==> config.mk <==
export PLATFORM = sky130hd
export DESIGN_NAME = sprite_line_renderer
export DESIGN_NICKNAME = d
export VERILOG_FILES = /design/src/rtl/sprite_line_renderer.sv
export SDC_FILE = /design/constraint.sdc
export NUM_CORES = 1
export LEC_CHECK = 0
export CAP_MARGIN = 20
export CORE_MARGIN = 4
export CORE_UTILIZATION = 50
export CTS_BUF_LIST = sky130_fd_sc_hd__clkbuf_4 sky130_fd_sc_hd__clkbuf_8 sky130_fd_sc_hd__clkbuf_16
export DETAILED_ROUTE_END_ITERATION = 12
export DONT_BUFFER_PORTS = 1
export SLEW_MARGIN = 20
export SYNTH_ARGS = -nofsm -noshare
export SYNTH_HDL_FRONTEND = slang
export SYNTH_SLANG_ARGS = --single-unit
==> constraint.sdc <==
create_clock -name clk -period 3.29 [get_ports clk]
set_input_delay 0.658 -clock clk [delete_from_list [all_inputs] [get_ports clk]]
set_output_delay 0.658 -clock clk [all_outputs]
set_load 0.005 [all_outputs]
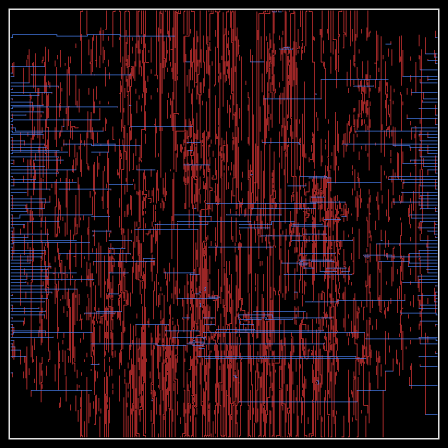
Run 1: metal layers overlaid
Two of the layers only.
met3: marked blue, wire length 3540 µm. met2: marked red, wire length 18600 µm.
detailed-route wire length per cell: 24.54 µm
via count: 9999
global-route usage over all layers: 24.02%
Detailed Route WL: 40.14 mm

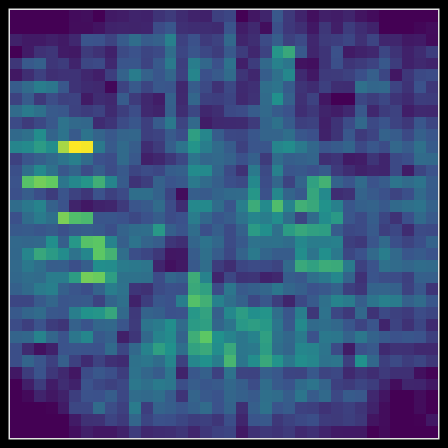
Run 1: wiring heat map
36 x 36 tiles, from dark purple (low) to yellow (high), scaled to the fullest tile. Values are wire area over tile area, all layers added.
The mean over all tiles is 0.21. The emptiest ninth of the die: top right. 4.2% of the tiles are nearly empty. 5.9% of the tiles are over half the peak. The fullest tile reaches 0.78.

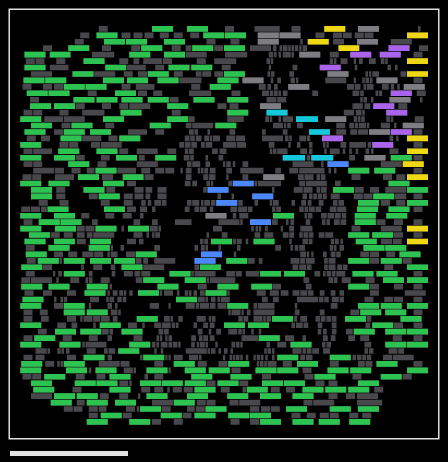
Run 1: sequential cells colored by netlist name
Scale bar: 50 µm.
`row`: marked green, flops 256, where spread over the die. `lb_addr`: marked purple, flops 10, where top right. `read_addr`: marked yellow, flops 12. `k`: marked cyan, flops 5. `lb_data`: marked blue, flops 8, where middle.
final cell utilization of the core: 57.14%
P_seq: 7220 µW

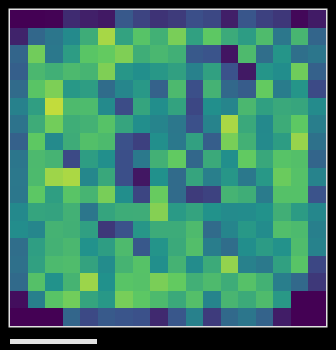
Run 1: cell area per tile
Scale bar: 50 µm. 18 x 18 tiles, from dark purple (low) to yellow (high), 0 to 100% covered.
8.6% of the tiles are over 75% full. 3.1% of the tiles are nearly empty. The fullest tile reaches 91%.
core outline area: 0.02909 mm²
Init Core Util: 51.26%

==> git commit body, run 1 <==
Refresh implementation metrics

- Number of nets still failing antenna checks after routing: 0
* # clock sinks: 310
- Number of H-tree levels: 2
* Number of warnings the tools reported: 35
* Die outline width: 180.7 µm
* Largest cells by area after synthesis: sky130_fd_sc_hd__dfrtp_1, sky130_fd_sc_hd__mux2_2, sky130_fd_sc_hd__nand2_1
- Counting along the longest clock path gives a buffer depth of 3.
* Number of placement rows: 62
* #FFs+latches synth: 310
* Power per standard cell area: 1144 mW/mm²
- The register with the most flip-flops in the layout has 256 of them.
- Global-route wire length before repair: 61.35 mm
* Kind of cell with the highest combined delay on the critical path: multiplexers
* Tightest slew margin relative to the limit: 36.86%
- Checking hold timing, the worst path is listed with class in2async.
* Syn Area/Cell: 12.07 µm²
- Setup repair after global routing left no endpoint under its margin.
- The checks that failed: hold timing.
- Looking at the max-slew report, the worst-margin pin has a slew of 0.9403 ns.
- Walking the critical path from launch to capture passes 9 cell instances.
- Cell type with the largest total area: sky130_fd_sc_hd__dfrtp_1
- STA classifies the critical path startpoint as a register.
- Cell with the most instances after synthesis: sky130_fd_sc_hd__dfrtp_1
- The first routing iteration left 591 violations.
- The timing report gives the worst reg2reg path a setup slack of 0.17 ns.
* Number of setup buffers added after CTS: 0
- Of the total power, the clock network draws 21.6%.
* Outcome: finished, violations left
- Maximum number of pins on one net before global-route repair: 311
- STA puts the critical path data arrival time at 3.52 ns.
- The power report attributes to the combinational group a share of 40.5%.
* WHS: -0.1547 ns
* Area after detailed placement: 0.01538 mm²
- For this design, the slowest cell found on the critical path is sky130_fd_sc_hd__mux4_1.
- The report counts max-capacitance violations totalling 0.
- Endpoints failing hold in the final report were tallied at 161.
* Switching share of power: 36.35%
## run 1: layout make-up
| class | instances | area, µm² |
|---|---|---|
| clock buffer | 49 | 1054 |
| tap | 384 | 480.5 |
| clock inverter | 12 | 170.2 |
| inverter | 13 | 48.80 |
| antenna | 7 | 17.52 |
| sequential | 310 | 7761 |
| fill | 2451 | 12470 |
| multi-input combinational | 825 | 6769 |
| timing repair buffer | 36 | 320.3 |
## run 1: power by group through the flow
stage	Clock [µW]	Combinational (µW)	Sequential, µW
floorplan	0	5880	6530
global placement	0	7590	7190
detailed placement	0	7680	7250
CTS	4210	7720	7200
global route	4370	8480	7440
finish	4100	7700	7220
## run 1: cells by family after synthesis
family / share of synthesized area [%]
xor+xnor: 0.8308
other cells: 0.02515
fa+ha+maj: 0.8895
simple gates: 8.526
mux: 26.25
buf+inv: 2.861
flops: 52.03
compound gates: 8.593
## run 1: through the flow
stage / power [µW] / utilization, % / instances / hold slack (ns)
floorplan: 12410 / - / 1235 / 0.3624
global route: 20290 / 57.11 / 1633 / -0.1885
CTS: 19140 / 57.07 / 1629 / -0.1749
finish: 19020 / 57.14 / 1636 / -0.1547
global placement: 14780 / 52.86 / 1568 / 0.3724
detailed placement: 14930 / 52.86 / 1568 / 0.3790
## run 1: cells in the final DEF (no fill, tap or decap), types with 11 or more instances in the layout
cell type                     n
sky130_fd_sc_hd__a21oi_1     16
sky130_fd_sc_hd__a31oi_1     18
sky130_fd_sc_hd__buf_4       32
sky130_fd_sc_hd__clkbuf_16   37
sky130_fd_sc_hd__dfrtp_1    307
sky130_fd_sc_hd__inv_1       12
sky130_fd_sc_hd__mux2_2     302
sky130_fd_sc_hd__mux2i_1     13
sky130_fd_sc_hd__nand2_1    141
sky130_fd_sc_hd__nand3_1     40
sky130_fd_sc_hd__nand4_1     15
sky130_fd_sc_hd__nor2_1      19
sky130_fd_sc_hd__o21ai_0     56
sky130_fd_sc_hd__o221ai_1    22
sky130_fd_sc_hd__o22ai_1     41
sky130_fd_sc_hd__or3_1       11
## run 1: routing by layer
layer	routed length (µm)	global-route usage, %
met5	109	0
met4	817	6.564
met3	3539	7.711
met2	18590	37.46
met1	17090	32.71
## run 1: what timing repair did
item	4_1_cts	5_1_grt
resized	0	1
endpoints found under the hold margin	310	310
endpoints found under the setup margin	0	1
Run 1, clock routing:
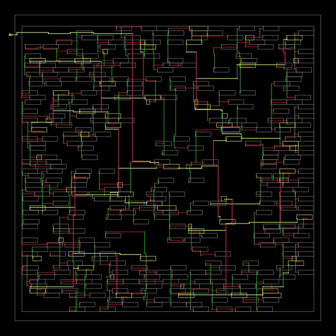

==> run 2: changes to the inputs <==
--- a/config.mk
+++ b/config.mk
@@ -6,11 +6,11 @@
 export NUM_CORES = 1
 export LEC_CHECK = 0
 export CAP_MARGIN = 20
-export CORE_MARGIN = 4
 export CORE_UTILIZATION = 50
 export CTS_BUF_LIST = sky130_fd_sc_hd__clkbuf_4 sky130_fd_sc_hd__clkbuf_8 sky130_fd_sc_hd__clkbuf_16
 export DETAILED_ROUTE_END_ITERATION = 12
 export DONT_BUFFER_PORTS = 1
+export PLACE_DENSITY = 0.68
 export SLEW_MARGIN = 20
 export SYNTH_ARGS = -nofsm -noshare
 export SYNTH_HDL_FRONTEND = slang
==> constraint.sdc (replaced) <==
create_clock -name clk -period 2.7 [get_ports clk]
set_input_delay 0.54 -clock clk [delete_from_list [all_inputs] [get_ports clk]]
set_output_delay 0.54 -clock clk [all_outputs]
set_load 0.005 [all_outputs]
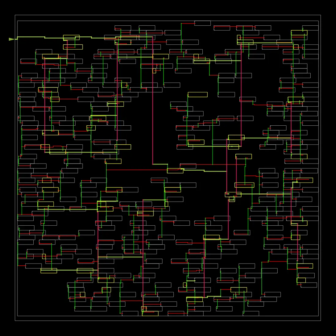
Run 2: clock routing
number of clock buffers in the layout: 45
Layout Skew: 0.01301 ns

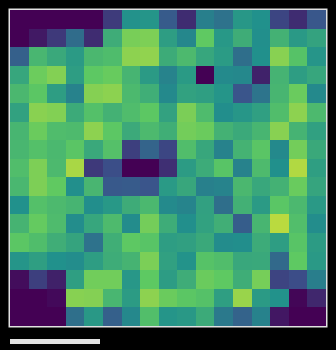
Run 2: cell area per tile
Scale bar: 50 µm. 17 x 17 tiles, from dark purple (low) to yellow (high), 0 to 100% covered.
The mean over all tiles is 54%. The fullest tile reaches 90%. 14% of the tiles are over 75% full.
core outline area: 0.02901 mm²
Init Core Util: 51.39%

==> run 2 against run 1 <==
The run still ends with hold timing left. Hold slack lost 0.11 ns. Combinational power grew 31%. Power grew 25%. Clock skew shrank 0.0018 ns. Largest cell class unchanged. Maximum frequency grew 19%. Area after synthesis is the same. Highest routed layer unchanged. Cell count grew 2.4%. Global-route usage grew 1.4 points. Critical endpoint unchanged. Die size shrank 6.5%.
==> git commit body, run 2 <==
Refresh implementation metrics

- FF-to-FF setup slack: 0.09 ns
* Power per standard cell area: 1399 mW/mm²
* Via count: 10140
- Detailed Route WL: 39.37 mm
* Number of placement rows: 62
* Reported max-cap violation count: 0
- Global-route usage over all layers: 25.43%
* #FFs+latches synth: 310
- Entering global routing, the biggest net connects 311 pins.
* Worst Path Arrival: 3.01 ns
- Dominant logic cell type in the layout: sky130_fd_sc_hd__dfrtp_1
- Multiplexer share of the synthesized area: 26.25%
* WHS: -0.2618 ns
* Number of H-tree levels: 2
- The register with the most flip-flops in the layout has 256 of them.
* Number of warnings the tools reported: 32
- Iter 0 DRT Violations: 721
- Post-Synth Adder-Cell Area: 0.8895%
* Max VDD drop: 707.9 µV
- Summing the areas of all xor and xnor instances in the mapped netlist gives 0.8307% of the synthesized area.
- # clock sinks: 310
- Antenna violations before repair: 27
- Cell with the most instances after synthesis: sky130_fd_sc_hd__dfrtp_1
- Cell type with the largest total area: sky130_fd_sc_hd__dfrtp_1
- Nets still carrying antenna violations after routing amount to 0.
- Type of the tightest min-delay check: in2async
- Tightest slew margin relative to the limit: 20.55%
* Leading register cell type out of synthesis: sky130_fd_sc_hd__dfrtp_1
* Syn Area/Cell: 12.07 µm²
- The first global-routing pass estimated 59.28 mm of wire.
- Looking at the clock tree report, the maximum root-to-sink buffer count equals 3.
- # fillers: 2402
* Die outline width: 174.7 µm
* Post-CTS clock slew at the launch and capture registers of the worst setup and hold paths: 0.06 ns
- Yosys shows that the main logic family after synthesis is multiplexers.
- Detailed-route wire length per cell: 23.50 µm
- Startpoint kind of the worst setup timing path: register
- Looking at the max-slew report, the worst-margin pin has a slew of 1.192 ns.
- The longest incremental delay of any stage on the critical path is reported as 0.55 ns.
- The final reports fail on hold timing.
- Largest cells by area after synthesis: sky130_fd_sc_hd__dfrtp_1, sky130_fd_sc_hd__mux2_2, sky130_fd_sc_hd__nand2_1
- Cell with the biggest individual delay on the critical path: sky130_fd_sc_hd__mux4_2
- Simple-gate share of the synthesized area: 8.526%
- Per the final timing report, the hold violations number 304.
- Count of placed standard cells in the final layout, fillers left out: 1675
- Outcome: finished, violations left
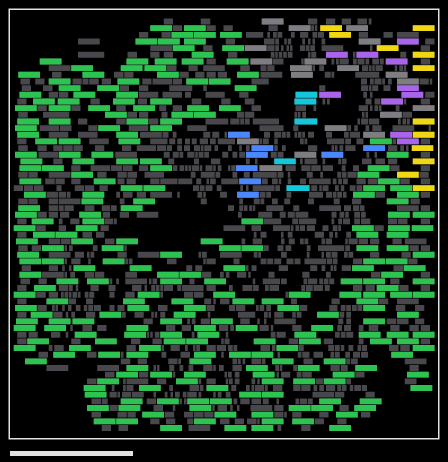
Run 2: sequential cells colored by netlist name
Scale bar: 50 µm.
`lb_addr`: marked purple, flops 10, where top right. `row`: marked green, flops 256, where spread over the die. `read_addr`: marked yellow, flops 12, where top right. `lb_data`: marked blue, flops 8. `k`: marked cyan, flops 5.
Another 19 sequential cells are not colored.
P_seq: 8630 µW
final cell utilization of the core: 58.56%
proportion of cell area occupied by registers: 45.68%

-- run 2: netlist changes by cell type in the layout (fill, tap and decap cells not counted), moves of 2 or more --
cell / change
sky130_fd_sc_hd__buf_12: +8
sky130_fd_sc_hd__buf_4: +15
sky130_fd_sc_hd__buf_6: +3
sky130_fd_sc_hd__clkbuf_4: -5
sky130_fd_sc_hd__clkbuf_8: +2
sky130_fd_sc_hd__clkinvlp_4: +2
sky130_fd_sc_hd__diode_2: +14
sky130_fd_sc_hd__mux4_1: -4
sky130_fd_sc_hd__mux4_2: +4
sky130_fd_sc_hd__o21ai_0: -7
sky130_fd_sc_hd__o21ai_1: +7
-- run 2: worst max-delay path: cells and delay by family (launching register included) --
kind / cells / cell delay (ns)
buf+inv: 2 / 0.33
simple gates: 2 / 0.22
mux: 2 / 0.85
xor+xnor: 1 / 0.17
compound gates: 3 / 0.52
flops: 1 / 0.41
-- run 2: layout make-up --
type / count / area (µm²) / share of cell area [%]
tap: 384 / 480.5 / 2.828
sequential: 310 / 7761 / 45.68
antenna: 21 / 52.55 / 0.3093
timing repair buffer: 62 / 626.9 / 3.690
multi-input combinational: 825 / 6799 / 40.02
clock inverter: 15 / 201.4 / 1.186
inverter: 13 / 48.80 / 0.2872
clock buffer: 45 / 1018 / 5.995
-- run 2: metal layers --
layer	vias to the layer above	part of all wire, %	track usage, %
met3	89	8.3	7.942
li1	4573	-	-
met5	-	0.18	0
met1	5083	42	33.89
met4	12	3.2	10.43
met2	379	46	38.56
-- run 2: kinds of logic (layout without fill, tap and decap cells) --
family	Yosys count	in the layout
xor+xnor	12	12
fa+ha+maj	10	10
flops	310	310
buf+inv	100	135
simple gates	275	275
other cells	1	22
mux	331	331
compound gates	196	196
-- run 2: what timing repair did --
| item | CTS | global route |
|---|---|---|
| resized | 4 | 25 |
| pin swaps | 0 | 3 |
| setup endpoints to repair | 1 | 2 |
| hold endpoints to repair | 310 | 310 |
| setup buffers | 0 | 2 |
-- run 2: power by group --
part | leakage, µW | switching [µW] | internal [µW]
clock network | 0.000598 | 1940 | 3050
registers | 0.00366 | 1650 | 6990
logic | 0.00288 | 4960 | 5180
-- run 2: stage by stage --
step	power, µW	hold slack, ns	utilization, %	area [µm²]
2_1_floorplan	15130	0.2444	-	14910
6_report	23770	-0.2618	58.56	16990
5_1_grt	25220	-0.2882	58.50	16970
4_1_cts	23560	-0.2880	58.12	16860
3_5_place_dp	18460	0.2558	53.89	15630
3_3_place_gp	18150	0.2592	53.89	15630
No activity file was given, so power comes from the tool's default toggle rates.
